<file path="src/rtl/alu_pkg.sv">
// Shared definitions for the 8-bit ALU and its issue controller:
// opcode encodings, opcode classification helpers, flag bit positions
// and the issue FSM state type.
package alu_pkg;

    localparam logic [3:0] ALU_OP_ADD   = 4'd2;
    localparam logic [3:0] ALU_OP_SUB   = 4'd3;
    localparam logic [3:0] ALU_OP_AND   = 4'd4;
    localparam logic [3:0] ALU_OP_OR    = 4'd5;
    localparam logic [3:0] ALU_OP_XOR   = 4'd6;
    localparam logic [3:0] ALU_OP_NOT_A = 4'd7;

    // Bit positions inside the packed {CF,OF,SF,ZF} flag vector
    localparam int FLAG_CF = 3;
    localparam int FLAG_OF = 2;
    localparam int FLAG_SF = 1;
    localparam int FLAG_ZF = 0;

    typedef enum logic [1:0] {
        IDLE    = 2'd0,
        ISSUE   = 2'd1,
        CAPTURE = 2'd2,
        RESP    = 2'd3
    } issue_state_t;

    // Opcodes the ALU actually implements
    function automatic logic is_valid_op(input logic [3:0] op);
        return (op >= ALU_OP_ADD) && (op <= ALU_OP_NOT_A);
    endfunction

    // Opcodes whose carry/overflow flags are meaningful
    function automatic logic is_arith_op(input logic [3:0] op);
        return (op == ALU_OP_ADD) || (op == ALU_OP_SUB);
    endfunction

endpackage

</file>
<file path="src/rtl/alu_cmd_fifo.sv">
// Synchronous command FIFO. Storage is not reset; only pointers and the
// occupancy count are. The count is wide enough to tell full from empty,
// and pointers wrap naturally because DEPTH is a power of two.
module alu_cmd_fifo #(
    parameter int WIDTH = 20,
    parameter int DEPTH = 4
) (
    input  logic             CLK,
    input  logic             RST_N,
    input  logic             push,
    input  logic             pop,
    input  logic [WIDTH-1:0] wr_data,
    output logic [WIDTH-1:0] rd_data,
    output logic             full,
    output logic             empty,
    output logic [DEPTH-1:0] count
);

    localparam int PTR_W = $clog2(DEPTH);
    localparam logic [DEPTH-1:0] FULL_CNT = DEPTH'(DEPTH);

    logic [WIDTH-1:0] mem [DEPTH];
    logic [PTR_W-1:0] wr_ptr;
    logic [PTR_W-1:0] rd_ptr;
    logic             do_push;
    logic             do_pop;

    assign full    = (count == FULL_CNT);
    assign empty   = (count == '0);
    assign do_push = push && !full;
    assign do_pop  = pop && !empty;
    assign rd_data = mem[rd_ptr];

    // Storage write; data path carries no reset
    always_ff @(posedge CLK) begin
        if (do_push) begin
            mem[wr_ptr] <= wr_data;
        end
    end

    // Pointer and occupancy bookkeeping
    always_ff @(posedge CLK or negedge RST_N) begin
        if (!RST_N) begin
            wr_ptr <= '0;
            rd_ptr <= '0;
            count  <= '0;
        end else begin
            if (do_push) begin
                wr_ptr <= wr_ptr + PTR_W'(1);
            end
            if (do_pop) begin
                rd_ptr <= rd_ptr + PTR_W'(1);
            end
            case ({do_push, do_pop})
                2'b10:   count <= count + DEPTH'(1);
                2'b01:   count <= count - DEPTH'(1);
                default: count <= count;
            endcase
        end
    end

endmodule

</file>
<file path="src/rtl/alu_issue_ctrl.sv">
// Issue controller in front of the 8-bit ALU. Commands are queued in a
// FIFO, issued one at a time on the ALU pins, and the registered result
// plus flags are handed back over a valid/ready response port.
module alu_issue_ctrl
    import alu_pkg::*;
#(
    parameter int WIDTH = 8,
    parameter int DEPTH = 4
) (
    input  logic             CLK,
    input  logic             RST_N,
    input  logic             IN_VALID,
    output logic             IN_READY,
    input  logic [3:0]       IN_OPCODE,
    input  logic [WIDTH-1:0] IN_A,
    input  logic [WIDTH-1:0] IN_B,
    output logic             ALU_EN,
    output logic             ALU_OE,
    output logic [3:0]       ALU_OPCODE,
    output logic [WIDTH-1:0] ALU_A,
    output logic [WIDTH-1:0] ALU_B,
    input  logic [WIDTH-1:0] ALU_OUT,
    input  logic             ALU_CF,
    input  logic             ALU_OF,
    input  logic             ALU_SF,
    input  logic             ALU_ZF,
    output logic             RES_VALID,
    input  logic             RES_READY,
    output logic [WIDTH-1:0] RES_DATA,
    output logic [3:0]       RES_FLAGS,
    output logic             RES_ERR,
    output logic             BUSY
);

    localparam int ENTRY_W = 2 * WIDTH + 4;

    issue_state_t              state;
    logic                      fifo_push;
    logic                      fifo_pop;
    logic                      fifo_full;
    logic                      fifo_empty;
    logic [DEPTH-1:0]          fifo_count;
    logic [ENTRY_W-1:0]        head;
    logic [3:0]                head_op;
    logic signed [WIDTH-1:0]   head_a;
    logic signed [WIDTH-1:0]   head_b;

    // Carry and overflow carry no meaning for bitwise operations
    function automatic logic [3:0] mask_flags(input logic [3:0] op,
                                              input logic [3:0] raw);
        logic [3:0] f;
        f = raw;
        if (!is_arith_op(op)) begin
            f[FLAG_CF] = 1'b0;
            f[FLAG_OF] = 1'b0;
        end
        return f;
    endfunction

    assign IN_READY  = !fifo_full;
    assign fifo_push = IN_VALID && IN_READY;
    // Pop from IDLE, or straight out of RESP when the result is taken
    assign fifo_pop  = !fifo_empty &&
                       ((state == IDLE) || ((state == RESP) && RES_READY));
    assign head_op   = head[ENTRY_W-1 -: 4];
    assign head_a    = head[2*WIDTH-1 -: WIDTH];
    assign head_b    = head[WIDTH-1:0];
    assign BUSY      = (fifo_count != '0) || (state != IDLE);

    alu_cmd_fifo #(
        .WIDTH (ENTRY_W),
        .DEPTH (DEPTH)
    ) u_fifo (
        .CLK     (CLK),
        .RST_N   (RST_N),
        .push    (fifo_push),
        .pop     (fifo_pop),
        .wr_data ({IN_OPCODE, IN_A, IN_B}),
        .rd_data (head),
        .full    (fifo_full),
        .empty   (fifo_empty),
        .count   (fifo_count)
    );

    // Issue FSM with registered ALU pins and response outputs; a pop
    // at the bottom overrides the per-state defaults
    always_ff @(posedge CLK or negedge RST_N) begin
        if (!RST_N) begin
            state      <= IDLE;
            ALU_EN     <= 1'b0;
            ALU_OE     <= 1'b0;
            ALU_OPCODE <= '0;
            ALU_A      <= '0;
            ALU_B      <= '0;
            RES_VALID  <= 1'b0;
            RES_DATA   <= '0;
            RES_FLAGS  <= '0;
            RES_ERR    <= 1'b0;
        end else begin
            case (state)
                IDLE: begin
                    state <= IDLE;
                end
                ISSUE: begin
                    ALU_EN <= 1'b0;
                    ALU_OE <= 1'b1;
                    state  <= CAPTURE;
                end
                CAPTURE: begin
                    ALU_OE    <= 1'b0;
                    RES_DATA  <= ALU_OUT;
                    RES_FLAGS <= mask_flags(ALU_OPCODE,
                                            {ALU_CF, ALU_OF, ALU_SF, ALU_ZF});
                    RES_ERR   <= 1'b0;
                    RES_VALID <= 1'b1;
                    state     <= RESP;
                end
                RESP: begin
                    if (RES_READY) begin
                        RES_VALID <= 1'b0;
                        state     <= IDLE;
                    end
                end
                default: begin
                    state <= IDLE;
                end
            endcase

            if (fifo_pop) begin
                if (is_valid_op(head_op)) begin
                    ALU_OPCODE <= head_op;
                    ALU_A      <= head_a;
                    ALU_B      <= head_b;
                    ALU_EN     <= 1'b1;
                    state      <= ISSUE;
                end else begin
                    // Rejected without touching the ALU pins
                    RES_DATA   <= '0;
                    RES_FLAGS  <= '0;
                    RES_ERR    <= 1'b1;
                    RES_VALID  <= 1'b1;
                    state      <= RESP;
                end
            end
        end
    end

endmodule

</file>
<file path="config.mk">
export PLATFORM = sky130hd
export DESIGN_NAME = alu_issue_ctrl
export DESIGN_NICKNAME = d
export VERILOG_FILES = /design/src/rtl/alu_pkg.sv /design/src/rtl/alu_cmd_fifo.sv /design/src/rtl/alu_issue_ctrl.sv
export SDC_FILE = /design/constraint.sdc
export NUM_CORES = 1
export LEC_CHECK = 0
export CAP_MARGIN = 10
export CELL_PAD_IN_SITES_DETAIL_PLACEMENT = 2
export CELL_PAD_IN_SITES_GLOBAL_PLACEMENT = 2
export CORE_UTILIZATION = 30
export CTS_CLUSTER_DIAMETER = 60
export DETAILED_ROUTE_END_ITERATION = 8
export MAX_ROUTING_LAYER = met4
export PLACE_DENSITY = 0.67
export SLEW_MARGIN = 30
export SYNTH_ARGS = -nofsm -noshare
export SYNTH_HDL_FRONTEND = slang
export SYNTH_SLANG_ARGS = --single-unit
</file>
<file path="constraint.sdc">
create_clock -name CLK -period 2.6 [get_ports CLK]
set_input_delay 0.52 -clock CLK [delete_from_list [all_inputs] [get_ports CLK]]
set_output_delay 0.52 -clock CLK [all_outputs]
set_load 0.01 [all_outputs]
</file>
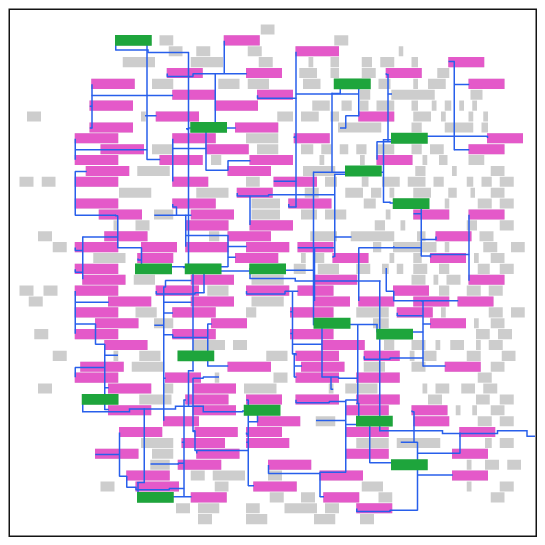
Run 1: clock wires, drivers and flops
(4 px per micron)
- magenta: flip-flops (count 126)
- blue: clock wires (length 1760 microns)
- green: cells driving clock nets (count 17)
- routed clock nets: 18
- flops lie: all over the die
clk_lat worst skew: 0.42 ns
clock network power share: 0.297
Clk power: 2.63 mW

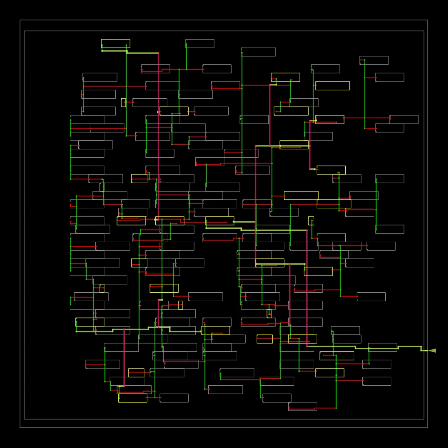
Run 1: the clock network
seq_cells: 126
Fin Clk Skew: 0.00675 ns
# clk buffers: 26
CTS buffer count: 17

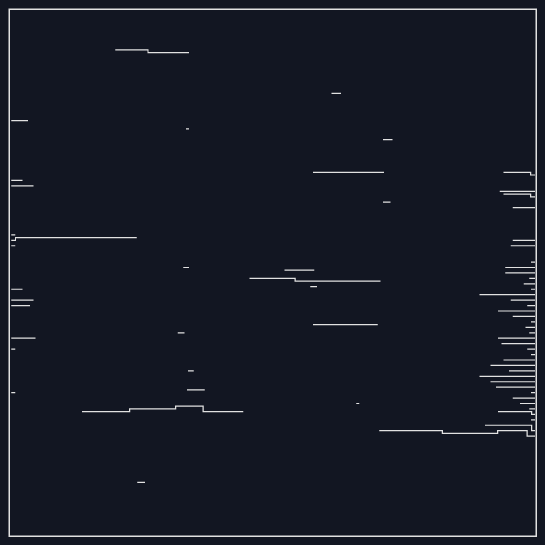
Run 1: met3 routing
(4 px per micron)
- wire length on this layer: 470 microns
- main direction: horizontal
- nets with wire on the layer: 54
- share of all routed wire: 4.0%
- longest straight run: 30.1 microns
met3 Track Usage GR: 0.0436
Routed WL: 11.8 mm

==> flow_metrics.py, run 1 <==
# Flow results
metrics = {
    "global_routing": {
        "grt.busiest_layer": "met2",
        "grt_max_degree": 21,
        "met2_usage": 0.250,
        "grt.total_usage": 0.155,
        "grt_pass1_vias": 3130,
        "antenna_found_initial": 0,
        "grt_pass1_wl_mm": 18.8,
        "met1_usage": 0.178,
        "gr-total-overflow": 0,
    },
    "synth": {
        "synth-main-ff-cell": "edfxtp_1",
        "synth-simple-area-share": 0.0332,
        "fa_ha_area_frac": 0.0314,
        "ys_ff": 126,
        "edf_count": 80,
        "netlist_area_sq_um": 5020,
        "aoi_share": 0.0209,
        "logic_family": "multiplexers",
        "synthXorXnorAreaFrac": 0.0105,
        "syn_inst": 267,
        "ys_area_sq_um": 5020,
        "yosys.cell_types.count": 34,
        "synth_nets": 315,
        "async_flop_share": 0.365,
        "mux_area_frac": 0.172,
        "yosysWarnings": 0,
    },
    "floorplan": {
        "fp_util": 0.311,
        "core_sq_um": 16100,
        "die_w_microns": 131,
        "pin_count": 74,
        "die-area_sq_um": 17300,
        "die_y_microns": 131,
    },
    "worst_setup_path": {
        "critPathTopFamily": "adder cells",
        "rr_startpoint": "state[1]",
        "critical_path_buf_inv_count": 2,
        "critPathMaxFanout": 3,
        "crit_type": "register to register",
        "cp_cell_sequence": "inv_1 -> ha_1 -> a21oi_1 -> or2_2 -> inv_1 -> ha_1 -> ha_1 -> a21o_1 -> a21oi_1 -> mux2i_1 -> xnor2_1",
        "max_stage_delay_ns": 0.42,
        "cp_slowest_cell": "dfrtp_1",
        "worstRegToRegCells": 11,
        "worst_path_most_repeated_cell": "ha_1",
        "start_kind": "register",
        "required_ns": 2.94,
        "endpoint": "u_fifo.count[3]",
        "rr_endpoint": "u_fifo.count[3]",
        "worstSetupStartpoint": "state[1]",
        "arrival_ns": 2.75,
        "path_depth": 11,
    },
    "drt": {
        "drt_pass1_iterations": 4,
        "route.met2.wl_mm": 5.98,
        "drt-vias-per-instance": 4.55,
        "wl_met1_mm": 5.12,
        "post_drt_wl_per_cell_microns": 19.8,
        "wl_met3_microns": 469,
        "highest_layer": "met4",
        "vias": 2707,
        "first_iter_violations": 81,
    },
    "final_timing": {
        "finalSetupViolCount": 0,
        "grt_setup_unrepaired": "false",
        "tns_ns": 0,
        "hold_viol_final": 0,
        "drv_slew": 0,
        "finalCriticalPeriod_ns": 2.41,
        "period_used_share": 0.927,
        "holdWs_ns": 0.0415,
        "relSlewSlack": 0.649,
        "setup_ws_ns": 0.190,
        "worst_slew_pin_slew_ns": 0.527,
    },
    "layout": {
        "fill_cells": 1540,
        "drive_gt1_frac": 0.240,
        "postLayoutCoreUtil": 0.419,
        "logic_area_sq_um": 1350,
        "regArea_sq_um": 3550,
        "lay_top_count": "edfxtp_1",
        "num-nets-final": 414,
        "fin_cells": 595,
        "antennaDiodeCount": 0,
    },
    "clocking": {
        "cts_root_buf": "clkbuf_16",
        "path_clk_slew_ns": 0.05,
        "cts_tree": "done",
        "cts.repair.resized": 0,
        "cts_buffer_depth": 2,
        "cts.sinks": 126,
        "post-cts-setup-buffers": 0,
        "hold_buffers": 0,
    },
    "placement": {
        "placed_area_sq_um": 6100,
        "dpl.cell_count": 563,
        "gp_congestion": 0.718,
        "place_ws_ns": -0.0515,
        "io_buffers": 73,
        "detailed_place_hpwl_mm": 7.62,
    },
    "pwr": {
        "powerDensity_nw_per_um2": 1310,
        "power_mw": 8.87,
        "leakage_nw": 2.59,
        "peakVddDrop_v": 0.000595,
    },
    "flow_run": {
        "maxCapViolCount": 0,
        "warnings": 32,
    },
    "run_status": {
        "status": "completed",
    },
}
[run 1: synthesized netlist by cell type (2+ instances only)]
master    instances  area share
mux4_2           20       0.090
o21ai_0           2      0.0020
edfxtp_1         80        0.48
xnor2_1           5      0.0087
buf_2             3      0.0030
dfrtp_1          46        0.23
nand2_1           8      0.0060
buf_6             4      0.0090
inv_1            11      0.0082
a22oi_1           2      0.0030
mux2_2            3      0.0067
ha_1             11       0.027
mux2_4           18       0.054
clkbuf_1          3      0.0022
mux2i_1          11       0.022
and3_1            4      0.0050
a21oi_1           3      0.0030
nor2_1           14       0.010
and2_1            2      0.0025
nor3_1            2      0.0020
a21o_1            2      0.0030
[run 1: layout make-up]
type | count | share of cell area
flip-flops and latches | 126 | 0.526
multi-input cells | 119 | 0.200
repair buffers | 91 | 0.131
clock buffers | 26 | 0.0739
well taps | 216 | 0.0400
clock inverters | 6 | 0.0230
inverters | 11 | 0.00611
[run 1: state kept, by name, summed over array words and instances (netlist names)]
signal	count
RES_VALID	1
u_fifo.wr_ptr	2
RES_FLAGS	4
ALU_OPCODE	4
u_fifo.mem	80
ALU_B	8
ALU_A	8
ALU_EN	1
ALU_OE	1
RES_ERR	1
u_fifo.rd_ptr	2
RES_DATA	8
state	2
u_fifo.count	4
[run 1: kinds of logic after synthesis]
logic type / count (synthesis)
AOI/OAI and AO/OA: 14
xor gates and xnor gates: 6
adders and majority gates: 12
buffers and inverters: 22
DFF: 126
muxes: 52
and+or+nand+nor: 35
[run 1: power breakdown]
group	switching, mW	internal, mW	leakage [nW]	total [mW]
clock	0.830	1.80	0.319	2.63
combinational	1.39	1.70	0.979	3.09
sequential	0.368	2.78	1.29	3.15
==> run 1 -> run 2 <==
GPL_ROUTABILITY_DRIVEN = 0   (was not set)
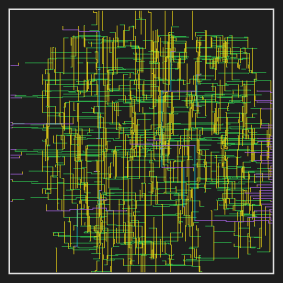
Run 2: wiring by layer
(2 px per micron)
- yellow: met2 (wire length 5980 microns)
- green: met1 (wire length 5120 microns)
- purple: met3 (wire length 470 microns)
- cyan: met4 (wire length 212 microns)
WL/cell: 19.8 microns
Total GRT Usage: 0.155
vias: 2707

==> flow_metrics.py, run 2 <==
# Flow results
metrics = {
    "run_status": {
        "status": "completed",
    },
    "global_routing": {
        "grt_pass1_wl_mm": 18.8,
        "gr-total-overflow": 0,
        "grt_pass1_vias": 3130,
        "antenna_found_initial": 0,
        "grt_max_degree": 21,
    },
    "worst_setup_path": {
        "required_ns": 2.94,
        "critical_path_buf_inv_count": 2,
        "max_stage_delay_ns": 0.42,
        "critPathTopFamily": "adder cells",
        "cp_cell_sequence": "inv_1 -> ha_1 -> a21oi_1 -> or2_2 -> inv_1 -> ha_1 -> ha_1 -> a21o_1 -> a21oi_1 -> mux2i_1 -> xnor2_1",
        "start_kind": "register",
        "worst_path_most_repeated_cell": "ha_1",
        "arrival_ns": 2.75,
        "crit_type": "register to register",
        "cp_slowest_cell": "dfrtp_1",
    },
    "pwr": {
        "leakage_nw": 2.59,
        "peakVddDrop_v": 0.000595,
        "p_int_mw": 6.28,
        "p_sw_frac": 0.291,
        "p_comb_frac": 0.348,
        "switching_power_mw": 2.59,
        "clockPowerShare": 0.297,
        "power_mw": 8.87,
        "powerDensity_nw_per_um2": 1310,
    },
    "floorplan": {
        "core_sq_um": 16100,
        "die_y_microns": 131,
        "die-area_sq_um": 17300,
        "die_w_microns": 131,
        "pin_count": 74,
    },
    "final_timing": {
        "relSlewSlack": 0.649,
        "holdWs_ns": 0.0415,
        "worst_clock_skew_ns": 0.00675,
        "drv_slew": 0,
        "worst_slew_pin_slew_ns": 0.527,
        "tns_ns": 0,
        "period_used_share": 0.927,
        "finalCriticalPeriod_ns": 2.41,
        "grt_setup_unrepaired": "false",
        "hold_viol_final": 0,
    },
    "synth": {
        "synth-main-ff-cell": "edfxtp_1",
        "top_cells_by_area": "edfxtp_1 (48%), dfrtp_1 (23%), mux4_2 (9.0%)",
        "syn_inst": 267,
        "yosysWarnings": 0,
        "async_flop_share": 0.365,
        "yosys.cell_types.count": 34,
        "edf_count": 80,
        "synth_nets": 315,
        "common_cells": "edfxtp_1 (80), dfrtp_1 (46), mux4_2 (20)",
        "yosys.area.top_type": "edfxtp_1",
        "netlist_area_sq_um": 5020,
        "ys_ff": 126,
    },
    "clocking": {
        "cts_buffer_depth": 2,
        "cts.repair.resized": 0,
        "cts_tree": "done",
        "cts_root_buf": "clkbuf_16",
        "cts_buffers": 17,
        "worstSkewPairLatency_ns": 0.42,
        "hold_buffers": 0,
    },
    "placement": {
        "detailed_place_hpwl_mm": 7.62,
        "place_ws_ns": -0.0515,
        "io_buffers": 73,
        "dpl.cell_count": 563,
        "placed_area_sq_um": 6100,
    },
    "drt": {
        "wl_mm": 11.8,
        "drt-vias-per-instance": 4.55,
        "first_iter_violations": 81,
        "drt_pass1_iterations": 4,
    },
    "layout": {
        "largest-register": "u_fifo.mem",
        "antennaDiodeCount": 0,
        "drive_gt1_frac": 0.240,
        "postLayoutCoreUtil": 0.419,
        "num-nets-final": 414,
    },
    "flow_run": {
        "warnings": 32,
    },
    "min_path": {
        "hold_path_class": "input pin to async pin",
    },
}
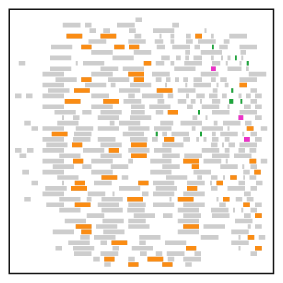
Run 2: logic cells by family
(2 px per micron)
- green: NAND gates (cells 9)
- orange: multiplexers (cells 52; where all over the die)
- magenta: AND-OR and OR-AND gates (cells 3)
Final Non-Filler Cells: 595
Top cell excl fill/tap: edfxtp_1
combinational share of cell area: 0.200

==> run 2: cell counts after synthesis <==
No cell type changed its count.
==> run 2: final timing paths <==
path	start	cells after the start	slack [ns]	end
min in group CLK	RES_ERR	1	0.48	RES_ERR
max in group asynchronous	RST_N	2	1.94	state[0]
worst min register to register	RES_ERR	1	0.48	RES_ERR
worst min-delay path	RST_N	1	0.04	ALU_B[5]
worst max register to register	state[1]	11	0.19	u_fifo.count[3]
worst max-delay path	state[1]	11	0.19	u_fifo.count[3]
==> run 2: metal layers <==
metal | global-route usage | wire length [microns] | vias up
li1 | - | - | 1202
met1 | 0.178 | 5120 | 1415
met2 | 0.250 | 5980 | 71
met3 | 0.0436 | 469 | 19
met4 | 0.0736 | 211 | 0
met5 | - | 0 | -
==> run 2: final cells by class <==
cell class | instances | area (sq um)
clock buffer | 26 | 499
clock inverter | 6 | 155
inverter | 11 | 41.3
multi-input combinational | 119 | 1350
fill | 1540 | 9360
sequential | 126 | 3550
timing repair buffer | 91 | 886
tap | 216 | 270
==> run 2: kinds of logic after synthesis <==
kind of cell | Yosys count | synth area share
compound gates | 14 | 0.0209
xor+xnor | 6 | 0.0105
fa+ha+maj | 12 | 0.0314
buf+inv | 22 | 0.0239
flops | 126 | 0.708
mux | 52 | 0.172
simple gates | 35 | 0.0332
==> run 2: power by group through the flow <==
| stage | logic (mW) | registers, mW | clock network, mW |
|---|---|---|---|
| final | 3.09 | 3.15 | 2.63 |
| after CTS | 3.18 | 3.16 | 2.70 |
| after floorplan | 1.85 | 3.16 | 0 |
| after global routing | 3.36 | 3.23 | 2.76 |
| after global placement | 3.02 | 3.13 | 0 |
| after detailed placement | 3.13 | 3.18 | 0 |
==> run 2 -> run 3 <==
--- a/config.mk
+++ b/config.mk
@@ -9,10 +9,10 @@
 export CELL_PAD_IN_SITES_DETAIL_PLACEMENT = 2
 export CELL_PAD_IN_SITES_GLOBAL_PLACEMENT = 2
-export CORE_UTILIZATION = 30
+export CORE_UTILIZATION = 40
 export CTS_CLUSTER_DIAMETER = 60
 export DETAILED_ROUTE_END_ITERATION = 8
 export GPL_ROUTABILITY_DRIVEN = 0
 export MAX_ROUTING_LAYER = met4
-export PLACE_DENSITY = 0.67
+export PLACE_DENSITY = 0.84
 export SLEW_MARGIN = 30
 export SYNTH_ARGS = -nofsm -noshare
==> constraint.sdc (replaced) <==
create_clock -name CLK -period 2.6 [get_ports CLK]
set_input_delay 0.39 -clock CLK [delete_from_list [all_inputs] [get_ports CLK]]
set_output_delay 0.39 -clock CLK [all_outputs]
set_load 0.01 [all_outputs]
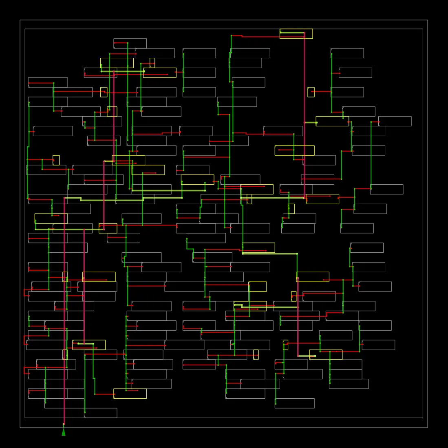
Run 3: the clock network
Fin Clk Skew: 0.00849 ns
clock net sink count: 126

==> flow_metrics.py, run 3 <==
# Flow results
metrics = {
    "run_status": {
        "status": "completed",
    },
    "layout": {
        "drive_gt1_frac": 0.238,
        "largest-register": "u_fifo.mem",
        "antennaDiodeCount": 0,
        "num-nets-final": 413,
        "fill_cells": 1092,
    },
    "drt": {
        "first_iter_violations": 108,
        "wl_mm": 12.2,
        "post_drt_wl_per_cell_microns": 22.3,
    },
    "synth": {
        "top_cells_by_area": "edfxtp_1 (48%), dfrtp_1 (23%), mux4_2 (9.0%)",
        "async_flop_share": 0.365,
        "synth-main-ff-cell": "edfxtp_1",
        "mux_area_frac": 0.172,
        "ys_ff": 126,
        "syn_inst": 267,
        "common_cells": "edfxtp_1 (80), dfrtp_1 (46), mux4_2 (20)",
        "yosys.area.top_type": "edfxtp_1",
        "netlist_area_sq_um": 5020,
        "edf_count": 80,
        "logic_family": "multiplexers",
        "fa_ha_area_frac": 0.0314,
    },
    "worst_setup_path": {
        "rr_endpoint": "u_fifo.count[3]",
        "arrival_ns": 2.80,
        "worst_path_most_repeated_cell": "ha_1",
        "crit_type": "register to register",
        "max_stage_delay_ns": 0.41,
        "cp_slowest_cell": "dfrtp_1",
        "start_kind": "register",
        "critical_path_buf_inv_count": 2,
        "worstRegToRegCells": 11,
        "cp_cell_sequence": "inv_2 -> ha_1 -> a21oi_1 -> or2_2 -> inv_1 -> ha_1 -> ha_1 -> a21o_1 -> a21oi_1 -> mux2i_1 -> xnor2_1",
        "critPathTopFamily": "adder cells",
        "timing.reg2reg.setup_slack_ns": 0.14,
    },
    "floorplan": {
        "core_sq_um": 12100,
        "pin_count": 74,
    },
    "global_routing": {
        "antenna_found_initial": 0,
        "grt_pass1_vias": 3191,
        "grt_max_degree": 31,
        "grt_pass1_wl_mm": 18.8,
        "gr-total-overflow": 0,
    },
    "clocking": {
        "cts_root_buf": "clkbuf_16",
        "cts_tree": "done",
        "cts_buffer_depth": 2,
        "cts_buffers": 17,
        "worstSkewPairLatency_ns": 0.42,
    },
    "pwr": {
        "p_comb_frac": 0.371,
        "combinationalPower_mw": 3.15,
        "power_mw": 8.49,
        "pg_clk_mw": 2.18,
        "leakage_nw": 2.52,
        "p_int_mw": 5.81,
        "powerDensity_nw_per_um2": 1290,
        "switching_power_mw": 2.67,
        "peakVddDrop_v": 0.000621,
        "pg_seq_mw": 3.16,
    },
    "final_timing": {
        "worst_slew_pin_slew_ns": 0.500,
        "period_used_share": 0.946,
        "tns_ns": 0,
        "drv_slew": 0,
        "relSlewSlack": 0.667,
        "finalCriticalPeriod_ns": 2.46,
        "hold_viol_final": 0,
    },
    "placement": {
        "dpl.cell_count": 512,
        "detailed_place_hpwl_mm": 7.75,
        "place_ws_ns": -0.0567,
    },
    "min_path": {
        "hold_path_class": "input pin to async pin",
    },
}
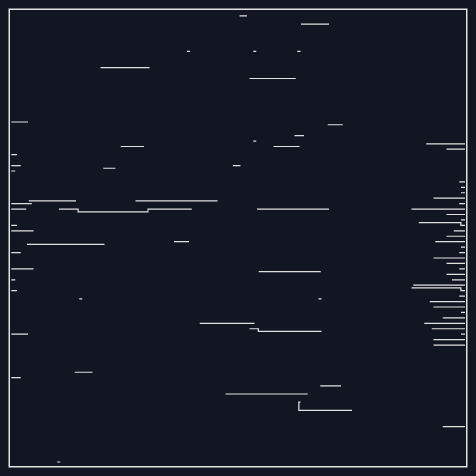
Run 3: met3 routing
(4 px per micron)
- longest straight run: 20.2 microns
- wire length on this layer: 471 microns

## run 3: cell counts after synthesis
No cell type changed its count.
## run 3: worst register-to-register path, stage by stage, from the launching register on
cell and delay (ns):
dfrtp_1 0.41, inv_2 0.10, ha_1 0.19, a21oi_1 0.06, or2_2 0.31, inv_1 0.10
ha_1 0.19, ha_1 0.25, a21o_1 0.19, a21oi_1 0.18, mux2i_1 0.24, xnor2_1 0.14
## run 3: repair_timing
action	4_1_cts	5_1_grt
resized	0	4
hold endpoints to repair	16	0
buffers inserted	0	1
setup endpoints to repair	0	1
hold buffers	1	0
## run 3: worst max-delay path by stage
stage / start / to / slack, ns / cells after the start
CTS: state[0] / u_fifo.count[3] / 0.06 / 11
finish: state[0] / u_fifo.count[3] / 0.14 / 11
floorplan: state[0] / u_fifo.count[3] / 0.23 / 12
global route: state[0] / u_fifo.count[3] / -0.001 / 11
detailed placement: RES_READY / u_fifo.count[3] / -0.06 / 10
global placement: RES_READY / u_fifo.count[3] / 0.09 / 10
## run 3: layout make-up
class                           count  area (sq um)  share of cell area
Clock inverter                      8          65.1             0.00993
Multi-Input combinational cell    119          1360               0.207
Sequential cell                   126          3550               0.542
Inverter                           11          41.3             0.00630
Clock buffer                       24           472              0.0720
Timing Repair Buffer               90           856               0.131
Tap cell                          168           210              0.0321
## run 3: cell families after synthesis
kind of cell,after synthesis
mux,52
fa+ha+maj,12
compound gates,14
buf+inv,22
simple gates,35
xor+xnor,6
flops,126
## run 3: per-layer routing
metal | up-vias | part of all wire | GRT usage
li1 | 1204 | - | -
met1 | 1434 | 0.40 | 0.233
met2 | 89 | 0.54 | 0.370
met3 | 25 | 0.039 | 0.0473
met4 | 0 | 0.029 | 0.112
met5 | - | 0 | -
Power is estimated from default activity; no workload was simulated.
